Design mac_operand_feeder, sky130hd; sources not shown.
Clock routing:
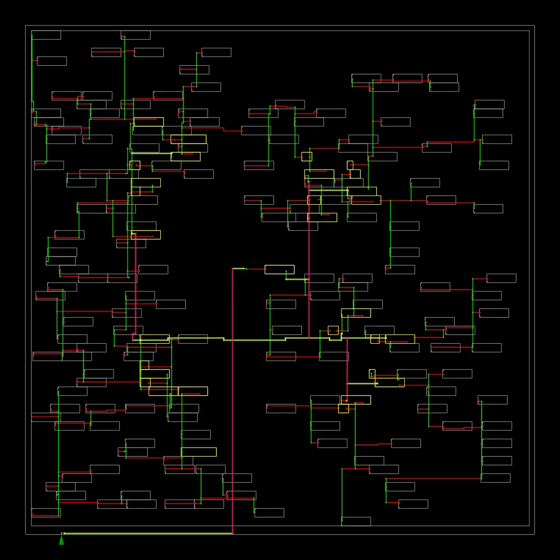
clock buffer count: 17
clock sink total: 161
Clock Skews: 15.2 ps
TritonCTS Buffers: 17
Seq cells: 161

Wiring by layer:
Two of the layers only.
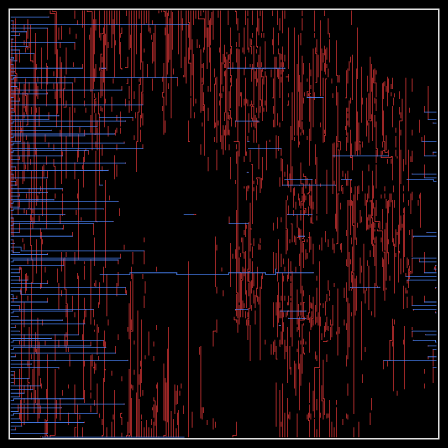
- met2: red (wire length 9430 um)
- met3: blue (wire length 2430 um)
Routed WL: 20.3 mm
DR WL/cell: 14.0 um

Cell density map:
Scale bar: 50 um. The die is cut into 16 by 16 equal tiles; dark purple is low, yellow is high, 0 to 100% covered.
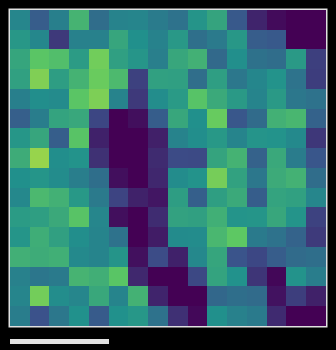
- fullest tile: 84%
- mean over tiles: 41%
- tiles over 75% full: 3.1%
final core occ: 0.446
FP Util: 0.304
CORE AREA: 24200 sq um

Wire density map:
The die is cut into 32 by 32 equal tiles; dark purple is low, yellow is high, scaled to the fullest tile. Values are wire area over tile area, all layers added.
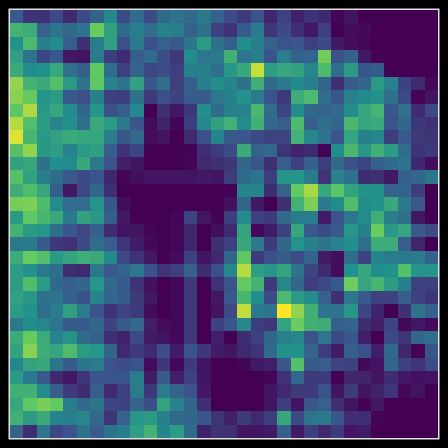
- fullest tile: 0.45
- nearly empty tiles: 12%
- mean over tiles: 0.13
- densest ninth of the die: north-west
total number of vias: 6147
GRT Total Usage: 0.166

==> impl_metrics.env <==
# yosys + openroad results
export IMPL_flop_area_sq_um=4030
export IMPL_status="finished, final reports clean"
export IMPL_worst_pin_slew_ps=1080
export IMPL_grt_pass1_wl_mm=32.9
export IMPL_logic_area_sq_um=2520
export IMPL_ys_area_sq_um=7340
export IMPL_finalClockPeriodUsage=0.669
export IMPL_worst_ep_required_time_ps=5980
export IMPL_r2r_setup_slack_ps=1880
export IMPL_min_path_cells=2
export IMPL_tool_warnings=30
export IMPL_clk_pin_slew_worst_paths_ps=70
export IMPL_design_area_sq_um=10800
export IMPL_cap_violations=0
export IMPL_io_buffer_count=255
export IMPL_fin_nets=1265
export IMPL_synthCells=873
export IMPL_max_clock_freq_ghz=0.262
export IMPL_drive_above_1_share=0.0628
export IMPL_rows=57
export IMPL_diodes=0
export IMPL_via_per_inst=4.22
export IMPL_ys_seq_frac=0.549
export IMPL_yosysWarnings=0
export IMPL_top_area_cell="dfrtp_1"
export IMPL_worstSkewPairLatency_ps=420
export IMPL_drc=0
export IMPL_first_pass_iters=4
export IMPL_irDropWorstVdd_uv=250
export IMPL_cp_start_kind="flip-flop"
export IMPL_flop_cell="dfrtp_1"
export IMPL_area_delta_synth_final_pct=46.9
export IMPL_syn_num_nets=1019
export IMPL_largest_reg_flops=80
export IMPL_syn_area_sq_um=7340
export IMPL_postCtsHoldBufs=0
export IMPL_routabilityCongestion=0.780
export IMPL_tns_ps=0
export IMPL_yosysMostFrequentCell="nand2_1"
export IMPL_setup_violations_final=0
export IMPL_fill_cells=2345
export IMPL_ant_nets=0
export IMPL_overflow=0
export IMPL_async_flop_share=1.00
export IMPL_fp_dieH_um=159
export IMPL_cts_buffer_depth=2
export IMPL_htreeDepth=4
export IMPL_end_kind="flip-flop"
export IMPL_pwr_density_cell_nw_per_um2=533
export IMPL_postCtsSetupBuffers=0
export IMPL_io_pins=256
export IMPL_synth_flops=161
export IMPL_cp_max_fo=49
export IMPL_dpl_cell_area_sq_um=10200
export IMPL_die_x_um=159
export IMPL_antenna_found_initial=0
export IMPL_min_path_type="reg -> reg"
export IMPL_drv_slew=0
export IMPL_edf_count=0
export IMPL_slew_headroom=0.277
export IMPL_avgSynthCellArea_sq_um=8.41
export IMPL_arrival_ps=4090
export IMPL_dp_hpwl_mm=14.7
export IMPL_hold_viol_final=0
export IMPL_synth_top_cell_area_share=0.549
export IMPL_period_needed_ps=3820
export IMPL_cellLeakagePower_nw=5.65
export IMPL_first_iter_violations=275
export IMPL_ys_cells=873
export IMPL_grt_pass1_vias=6125
export IMPL_yosysUniqueCellTypes=36
export IMPL_yosys_top_cells_count="245 x nand2_1, 168 x inv_1, 161 x dfrtp_1, 68 x nor2_1, 43 x a21oi_1"
export IMPL_rsz0062_at_grt="no"
export IMPL_path_class="reg -> reg"
export IMPL_tritoncts="done"
export IMPL_die_area_sq_um=25400
export IMPL_grt_max_degree=99
export IMPL_cts_root_buffer="clkbuf_16"
export IMPL_area_leaders="dfrtp_1 55%, nand2_1 13%, inv_1 8.6%"
export IMPL_ctsResizeCount=0
export IMPL_reg2reg_depth=7
[report_power, final]
group | internal, mW | total, mW | switching [mW]
Combinational | 0.923 | 2.77 | 1.85
Sequential | 1.49 | 1.82 | 0.328
Clock | 0.652 | 1.15 | 0.499
[cells in the final DEF (no fill, tap or decap), drive strengths merged, types with 11 or more instances in the layout]
cell type and n:
nand3 44, xor2 17, clkdlybuf4s50 255, clkbuf 17, nand4 11, nand2 253
nor2 74, ha 11, o21ai 18, a21oi 43, dfrtp 161, inv 180
[layer usage]
metal  up-vias  track usage  part of all wire
li1       3118            -                 -
met1      2829        0.191              0.41
met2       188        0.267              0.46
met3        12       0.0886              0.12
met4         0       0.0450            0.0091
met5         -            0                 0
[per-stage QoR]
| stage | worst slack (ps) | hold WS [ps] | power (mW) | util | instances |
|---|---|---|---|---|---|
| 6_report | 1880 | 453 | 5.74 | 0.446 | 1455 |
| 4_1_cts | 1810 | 454 | 5.83 | 0.446 | 1455 |
| 5_1_grt | 1460 | 462 | 6.15 | 0.446 | 1455 |
| 2_1_floorplan | 497 | 413 | 3.71 | - | 873 |
| 3_5_place_dp | 1610 | 446 | 4.65 | 0.422 | 1424 |
| 3_3_place_gp | 1730 | 463 | 4.62 | 0.422 | 1424 |
[kinds of logic (layout without fill, tap and decap cells)]
| kind of cell | count (synthesis) | after routing | share of synthesized area |
|---|---|---|---|
| multiplexers | 5 | 5 | 0.00767 |
| XOR/XNOR | 25 | 25 | 0.0298 |
| AND-OR/OR-AND | 68 | 68 | 0.0505 |
| buffers and inverters | 205 | 463 | 0.108 |
| adder cells (fa/ha/maj) | 11 | 11 | 0.0188 |
| AND/OR/NAND/NOR | 398 | 398 | 0.236 |
| flip-flops | 161 | 161 | 0.549 |
[final cells by class]
class                   instances  area share
flip-flops and latches        161       0.374
repair buffers                257       0.239
multi-input cells             507       0.234
inverters                     175      0.0614
clock buffers                  17      0.0395
well taps                     324      0.0376
clock inverters                14      0.0145
[critical path, stage by stage (launching register included)]
cell,delay [ps]
dfrtp_1,410
inv_1,90
ha_2,870
nand2_1,110
nand2_1,820
clkinv_1,830
a221oi_1,430
a22oi_1,100
Power is estimated from default activity; no workload was simulated.
